**M1 wires**

The bar under the picture is 100 um long.
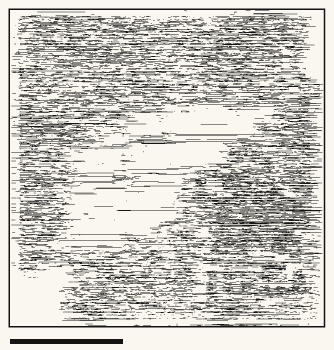
**Metal 2**

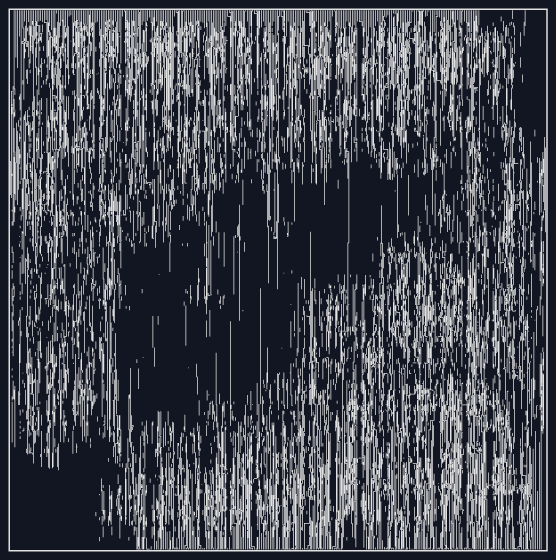
**The metal 3 layer**

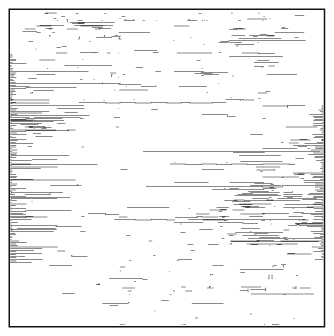
**M4 wires**

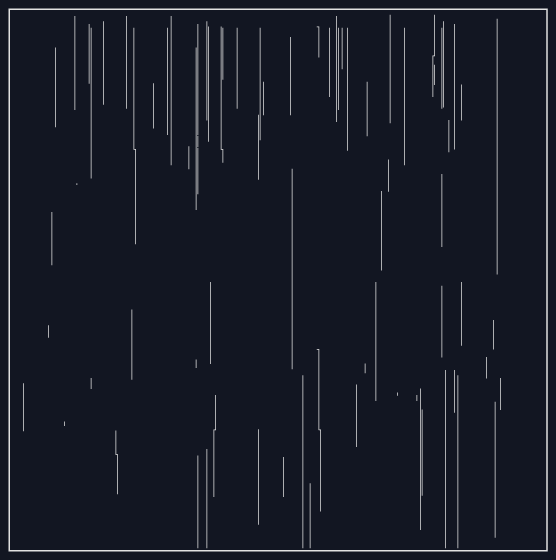
**Congestion heat map**

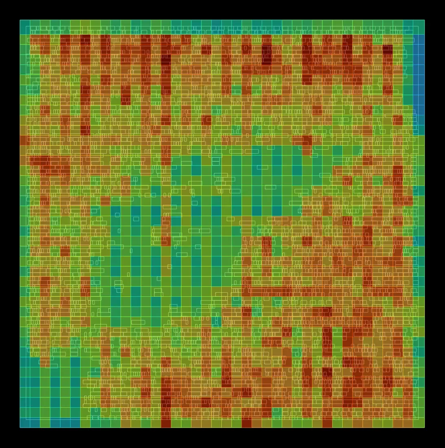
$ cat src/rtl/range_fetch_pkg.sv
// range_fetch_pkg
//   Shared definitions for the range fetch controller: FSM state encoding,
//   default line geometry and helpers that split an element index into a
//   line index and a lane within that line.
package range_fetch_pkg;

   // Default geometry: 512-bit lines of 64-bit elements.
   localparam int LINE_WIDTH_D = 512;
   localparam int ELEM_WIDTH_D = 64;
   localparam int EPL          = LINE_WIDTH_D / ELEM_WIDTH_D;
   localparam int LANE_W       = $clog2(EPL);
   localparam int LB           = LINE_WIDTH_D / 8;

   typedef logic [1:0] state_t;

   localparam state_t ST_IDLE = 2'd0;
   localparam state_t ST_ADDR = 2'd1;
   localparam state_t ST_DATA = 2'd2;
   localparam state_t ST_EMIT = 2'd3;

   // Line holding element idx (elements per line = 2**lane_w).
   function automatic logic [63:0] line_of(input logic [63:0] idx, input int lane_w);
      return idx >> lane_w;
   endfunction

   // Position of element idx inside its line.
   function automatic logic [63:0] lane_of(input logic [63:0] idx, input int lane_w);
      return idx & ((64'd1 << lane_w) - 64'd1);
   endfunction

endpackage

$ cat src/rtl/range_fetch_ctrl_unpacker.sv
// line_unpacker
//   Holds one captured memory line and walks it lane by lane from a first
//   lane to a last lane.
// Ports:
//   clk, rst_n     clock, async active-low reset
//   i_load         capture i_line and the lane window
//   i_line         full memory line
//   i_first_lane   first lane to present
//   i_last_lane    final lane to present
//   i_adv          consumer took the current lane
//   o_data         element at the current lane
//   o_at_last      current lane is the last lane of the window
//   o_line_empty   every lane of the window has been consumed
module line_unpacker #(
   parameter int LINE_WIDTH = 512,
   parameter int ELEM_WIDTH = 64,
   localparam int EPL = LINE_WIDTH / ELEM_WIDTH,
   localparam int LW  = (EPL > 1) ? $clog2(EPL) : 1
) (
   input  logic                  clk,
   input  logic                  rst_n,
   input  logic                  i_load,
   input  logic [LINE_WIDTH-1:0] i_line,
   input  logic [LW-1:0]         i_first_lane,
   input  logic [LW-1:0]         i_last_lane,
   input  logic                  i_adv,
   output logic [ELEM_WIDTH-1:0] o_data,
   output logic                  o_at_last,
   output logic                  o_line_empty
);

   // Lane k of the line sits at bits [ELEM_WIDTH*k +: ELEM_WIDTH].
   logic [EPL-1:0][ELEM_WIDTH-1:0] r_line;
   logic [LW-1:0]                  r_lane;
   logic [LW-1:0]                  r_last;
   logic                           r_empty;

   always_ff @(posedge clk or negedge rst_n) begin
      if (!rst_n) begin
         r_line  <= '0;
         r_lane  <= '0;
         r_last  <= '0;
         r_empty <= 1'b1;
      end else if (i_load) begin
         r_line  <= i_line;
         r_lane  <= i_first_lane;
         r_last  <= i_last_lane;
         r_empty <= 1'b0;
      end else if (i_adv && !r_empty) begin
         if (r_lane == r_last) r_empty <= 1'b1;
         else                  r_lane  <= r_lane + 1'b1;
      end
   end

   assign o_data       = r_line[r_lane];
   assign o_at_last    = (r_lane == r_last);
   assign o_line_empty = r_empty;

endmodule

$ cat src/rtl/range_fetch_ctrl.sv
// range_fetch_ctrl
//   Reads the element range [start, start+count) of an array starting at a
//   line-aligned byte address, one memory line at a time, and streams the
//   elements out with valid/ready and a last flag. At most one line read is
//   outstanding.
// Ports:
//   clk, rst_n                       clock, async active-low reset
//   req_valid/req_ready              range request handshake (ready in IDLE)
//   req_base/req_start/req_count     array base, first element, element count
//   mem_arvalid/mem_arready/araddr   line read request
//   mem_rvalid/mem_rready/mem_rdata  line read data
//   out_valid/out_ready/out_data     element stream
//   out_last                         final element of the request
//   done                             one-cycle pulse when a request completes
module range_fetch_ctrl
   import range_fetch_pkg::*;
#(
   parameter int LINE_WIDTH = 512,
   parameter int ELEM_WIDTH = 64,
   parameter int ADDR_WIDTH = 32,
   parameter int LEN_WIDTH  = 32
) (
   input  logic                  clk,
   input  logic                  rst_n,
   input  logic                  req_valid,
   output logic                  req_ready,
   input  logic [ADDR_WIDTH-1:0] req_base,
   input  logic [LEN_WIDTH-1:0]  req_start,
   input  logic [LEN_WIDTH-1:0]  req_count,
   output logic                  mem_arvalid,
   input  logic                  mem_arready,
   output logic [ADDR_WIDTH-1:0] mem_araddr,
   input  logic                  mem_rvalid,
   output logic                  mem_rready,
   input  logic [LINE_WIDTH-1:0] mem_rdata,
   output logic                  out_valid,
   input  logic                  out_ready,
   output logic [ELEM_WIDTH-1:0] out_data,
   output logic                  out_last,
   output logic                  done
);

   localparam int EPL_L = LINE_WIDTH / ELEM_WIDTH;
   localparam int LW    = (EPL_L > 1) ? $clog2(EPL_L) : 1;
   localparam int LB_SH = $clog2(LINE_WIDTH / 8);

   state_t                r_state;
   logic [ADDR_WIDTH-1:0] r_base;
   logic [LEN_WIDTH-1:0]  r_line_idx;
   logic [LEN_WIDTH-1:0]  r_remaining;
   logic [LW-1:0]         r_lane0;
   logic                  r_first;
   logic                  r_done;

   logic                  w_req_hs;
   logic                  w_r_hs;
   logic                  w_out_hs;
   logic                  w_at_last;
   logic                  w_line_empty;
   logic [LW-1:0]         w_first_lane;
   logic [LW-1:0]         w_last_lane;
   logic [LEN_WIDTH-1:0]  w_span;

   assign req_ready   = (r_state == ST_IDLE);
   assign mem_arvalid = (r_state == ST_ADDR);
   assign mem_rready  = (r_state == ST_DATA);
   assign out_valid   = (r_state == ST_EMIT) && !w_line_empty;
   // remaining==1 can only occur on the window's last lane, so this also
   // marks the final element of the whole request.
   assign out_last    = out_valid && (r_remaining == LEN_WIDTH'(1));
   assign done        = r_done;

   // Byte address wraps modulo 2**ADDR_WIDTH.
   assign mem_araddr  = r_base + (ADDR_WIDTH'(r_line_idx) << LB_SH);

   assign w_req_hs = req_valid && req_ready;
   assign w_r_hs   = mem_rvalid && mem_rready;
   assign w_out_hs = out_valid && out_ready;

   // Only the first line of a request starts mid-line; the window ends at the
   // line end or where the remaining count runs out, whichever comes first.
   assign w_first_lane = r_first ? r_lane0 : '0;
   assign w_span       = LEN_WIDTH'(EPL_L) - LEN_WIDTH'(w_first_lane);
   assign w_last_lane  = (r_remaining >= w_span) ? LW'(EPL_L - 1)
                       : LW'(LEN_WIDTH'(w_first_lane) + r_remaining - LEN_WIDTH'(1));

   line_unpacker #(
      .LINE_WIDTH (LINE_WIDTH),
      .ELEM_WIDTH (ELEM_WIDTH)
   ) u_unpack (
      .clk          (clk),
      .rst_n        (rst_n),
      .i_load       (w_r_hs),
      .i_line       (mem_rdata),
      .i_first_lane (w_first_lane),
      .i_last_lane  (w_last_lane),
      .i_adv        (w_out_hs),
      .o_data       (out_data),
      .o_at_last    (w_at_last),
      .o_line_empty (w_line_empty)
   );

   always_ff @(posedge clk or negedge rst_n) begin
      if (!rst_n) begin
         r_state     <= ST_IDLE;
         r_base      <= '0;
         r_line_idx  <= '0;
         r_remaining <= '0;
         r_lane0     <= '0;
         r_first     <= 1'b0;
         r_done      <= 1'b0;
      end else begin
         r_done <= 1'b0;
         case (r_state)
            ST_IDLE: begin
               if (w_req_hs) begin
                  r_base      <= req_base;
                  r_line_idx  <= LEN_WIDTH'(line_of(64'(req_start), LW));
                  r_lane0     <= LW'(lane_of(64'(req_start), LW));
                  r_remaining <= req_count;
                  r_first     <= 1'b1;
                  // An empty range completes without touching memory.
                  if (req_count == '0) r_done  <= 1'b1;
                  else                 r_state <= ST_ADDR;
               end
            end
            ST_ADDR: begin
               if (mem_arready) r_state <= ST_DATA;
            end
            ST_DATA: begin
               if (w_r_hs) begin
                  r_first <= 1'b0;
                  r_state <= ST_EMIT;
               end
            end
            ST_EMIT: begin
               if (w_out_hs) begin
                  r_remaining <= r_remaining - LEN_WIDTH'(1);
                  if (w_at_last) begin
                     if (r_remaining == LEN_WIDTH'(1)) begin
                        r_state <= ST_IDLE;
                        r_done  <= 1'b1;
                     end else begin
                        r_line_idx <= r_line_idx + LEN_WIDTH'(1);
                        r_state    <= ST_ADDR;
                     end
                  end
               end
            end
            default: r_state <= ST_IDLE;
         endcase
      end
   end

endmodule

$ cat config.mk
export PLATFORM = sky130hd
export DESIGN_NAME = range_fetch_ctrl
export DESIGN_NICKNAME = d
export VERILOG_FILES = /design/src/rtl/range_fetch_pkg.sv /design/src/rtl/range_fetch_ctrl_unpacker.sv /design/src/rtl/range_fetch_ctrl.sv
export SDC_FILE = /design/constraint.sdc
export NUM_CORES = 2
export LEC_CHECK = 0
export CAP_MARGIN = 5
export CORE_AREA = 4 4 273 275
export CTS_BUF_LIST = sky130_fd_sc_hd__clkbuf_8
export CTS_CLUSTER_DIAMETER = 120
export DETAILED_ROUTE_END_ITERATION = 8
export DIE_AREA = 0 0 277 279
export HOLD_SLACK_MARGIN = 0.03
export PLACE_DENSITY = 0.69
export SLEW_MARGIN = 20
export SYNTH_ARGS = -nofsm -noshare
export SYNTH_HDL_FRONTEND = slang
export SYNTH_SLANG_ARGS = --single-unit
$ cat constraint.sdc
create_clock -name clk -period 5.45 [get_ports clk]
set_clock_uncertainty 0.15 [all_clocks]
set_input_delay 1.09 -clock clk [delete_from_list [all_inputs] [get_ports clk]]
set_output_delay 1.09 -clock clk [all_outputs]
set_load 0.01 [all_outputs]
==> metrics.sh <==
MET2_WIRELENGTH_UM=51300
SYNTH.TOP_CELL.AREA_SHARE_PCT=51.2
PATH_CLK_SLEW_NS=0.06
PERIOD_USED_PCT=95.2
DIE.SIZE.Y_UM=279
CRITPATHKIND='reg -> out'
CTS.SINK_COUNT=616
POWER.STATIC_LEAKAGE_uW=0.0192
OUTCOME='completed'
TRITONCTS.NUM_BUFFERS=108
GRT_ANTENNA_BEFORE_REPAIR=40
YOSYS_WARNINGS=0
POST-SYNTH-TOP-COUNT-CELL='nand2_1'
SYNTHESIS.AREA_MM2=0.0301
FIN_SETUP_TNS_NS=0
CELL_INTERNAL_POWER_uW=14900
POST_CTS.RESIZED_INSTANCES=0
CRITICAL_PATH_PEAK_FANOUT=8
WORST_SETUP_PATH_END_KIND='output pin'
HOLDCRITPATHCLASS='in -> async'
RSZ_0062_RAISED_AFTER_GLOBAL_ROUTING='false'
GP_ROUTABILITY_CONGESTION=0.903
CTSHTREEMAXLEVEL=3
CLOCK_TREE.ROOT_CELL='clkbuf_8'
CAP_VIOL_MAX_COUNT=0
FINALHOLDVIOLATIONS=0
SYN_NETS=3874
ANT_NETS=0
POWER.SHARE.SWITCHING_PCT=38.5
ROUTE.TOP_LAYER_USED='met5'
FINAL_CELL_AREA_MM2=0.0405
POSTSYNTHCELLCOUNT=3220
FINALNETCOUNT=4536
FP_UTIL_PCT=41.6
DIE_X_SIZE_UM=277
AREA_GROWTH_SYN_TO_LAYOUT_PCT=34.7
WHS_NS=0.195
GROUTE.USAGE.OVERALL_PCT=25.8
POWER.SHARE.COMBINATIONAL_PCT=47.3
SYNTH_ASYNC_SR_FLOP_SHARE_PCT=100
TIMING.CRITICAL_PATH.FROM_TYPE='flop'
REPORT.FINAL.SETUP_VIOL=0
MAX_FREQ_GHz=0.193
Back to the opening pictures, 'M1 wires':
The wires run mostly horizontal. The layer holds 40% of the routed length.
final routed wirelength across all metal layers: 103,000 um
routing usage on met1: 33.0%

Back to the opening pictures, 'metal 2':
The layer holds 50% of the routed length. 3,615 nets have wire on it. The layer carries 51.3 mm of wire. The longest straight run is 96.9 um.
total vias in the final route: 25,691
met2 layer usage reported by global route: 43.1%

Back to the opening pictures, 'the metal 3 layer':
The longest straight run is 156 um. The wires run mostly horizontal.
met3 GRT Util: 6.35%

Back to the opening pictures, 'M4 wires':
The layer carries 3,300 um of wire. 56 nets have wire on it. The longest straight run is 132 um.

Back to the opening pictures, 'congestion heat map':
final standard cell utilization of the core: 56.0%
GRT Max-Usage Layer: met2

[power by group through the flow]
stage          Combinational, uW  Sequential [uW]  Clock [uW]
2_1_floorplan               7430             7620           0
3_3_place_gp               11300             8230           0
3_5_place_dp               11400             8320           0
4_1_cts                    11500             8270        4570
5_1_grt                    12500             8560        4770
6_report                   11400             8300        4440
[sequential cells by signal (all words and copies together), names as in the netlist]
signal and flops:
r_remaining 32, r_first 1, r_line_idx 26, r_base 32, u_unpack.o_line_empty 1, r_lane0 3
u_unpack.r_lane 3, r_state 2, done 1, u_unpack.r_line 512, u_unpack.r_last 3
[stage by stage]
step,worst slack (ns),std cells
after floorplan,1.90,3220
after global placement,1.06,4731
after detailed placement,1.03,4731
after CTS,0.208,4933
after global routing,0.0535,4963
final,0.260,4969
[cell usage in the layout (no fill, tap or decap), types with 6 or more instances in the layout]
cell / n
nand2_1: 1609
clkdlybuf4s50_1: 711
dfrtp_1: 612
clkbuf_8: 136
mux4_2: 128
mux2_2: 102
inv_1: 80
a21oi_1: 68
nor2_1: 58
o21ai_0: 53
ha_1: 38
diode_2: 36
nand3_1: 28
nor3_1: 27
xnor2_1: 19
o22ai_1: 19
buf_4: 18
buf_12: 17
nor4_1: 16
nand4_1: 15
mux2i_1: 15
a21o_1: 14
and3_1: 13
xor2_1: 13
clkinv_2: 12
a222oi_1: 9
a31oi_1: 8
o31ai_1: 7
a221o_1: 6
nand3b_1: 6
a22oi_1: 6
[path summary, 6_finish.rpt]
kind / start / to / cells after the start
max: r_line_idx[2]$_DFFE_PN0P_ / mem_araddr[30] / 9
max reg2reg: u_unpack.r_lane[0]$_DFFE_PN0P_ / r_line_idx[3]$_DFFE_PN0P_ / 8
min reg2reg: u_unpack.r_line[199]$_DFFE_PN0P_ / u_unpack.r_line[199]$_DFFE_PN0P_ / 2
min: rst_n / u_unpack.r_line[334]$_DFFE_PN0P_ / 1
max in group asynchronous: rst_n / u_unpack.r_line[3]$_DFFE_PN0P_ / 2
min in group clk: u_unpack.r_line[199]$_DFFE_PN0P_ / u_unpack.r_line[199]$_DFFE_PN0P_ / 2
[cell type report]
| type | count | area [um2] | share of cell area, % |
|---|---|---|---|
| clock inverters | 66 | 420 | 1.04 |
| well taps | 959 | 1200 | 2.96 |
| diodes | 36 | 90.1 | 0.222 |
| multi-input cells | 2373 | 13700 | 33.9 |
| inverters | 36 | 135 | 0.334 |
| repair buffers | 747 | 7610 | 18.8 |
| flip-flops and latches | 616 | 15400 | 38.1 |
| clock buffers | 136 | 1870 | 4.62 |
[worst max-delay path: stages, from the launching register on]
cell and delay (ns):
dfrtp_1 0.47, ha_1 0.37, nor2b_1 0.18, o31a_1 0.28, o311ai_0 0.37, nand2_1 0.16, a21oi_1 0.42, nor4_1 0.11
or3_1 0.38, clkdlybuf4s50_1 0.49
[logic make-up (layout without fill, tap and decap cells)]
logic type,after synthesis,count (layout),share of synthesized area (%)
muxes,245,245,13.9
and+or+nand+nor,1817,1817,24.0
DFF,616,616,51.3
other,0,36,0
AOI/OAI and AO/OA,239,239,5.18
buffers and inverters,231,985,3.05
adders and majority gates,40,40,1.69
xor gates and xnor gates,32,32,0.932
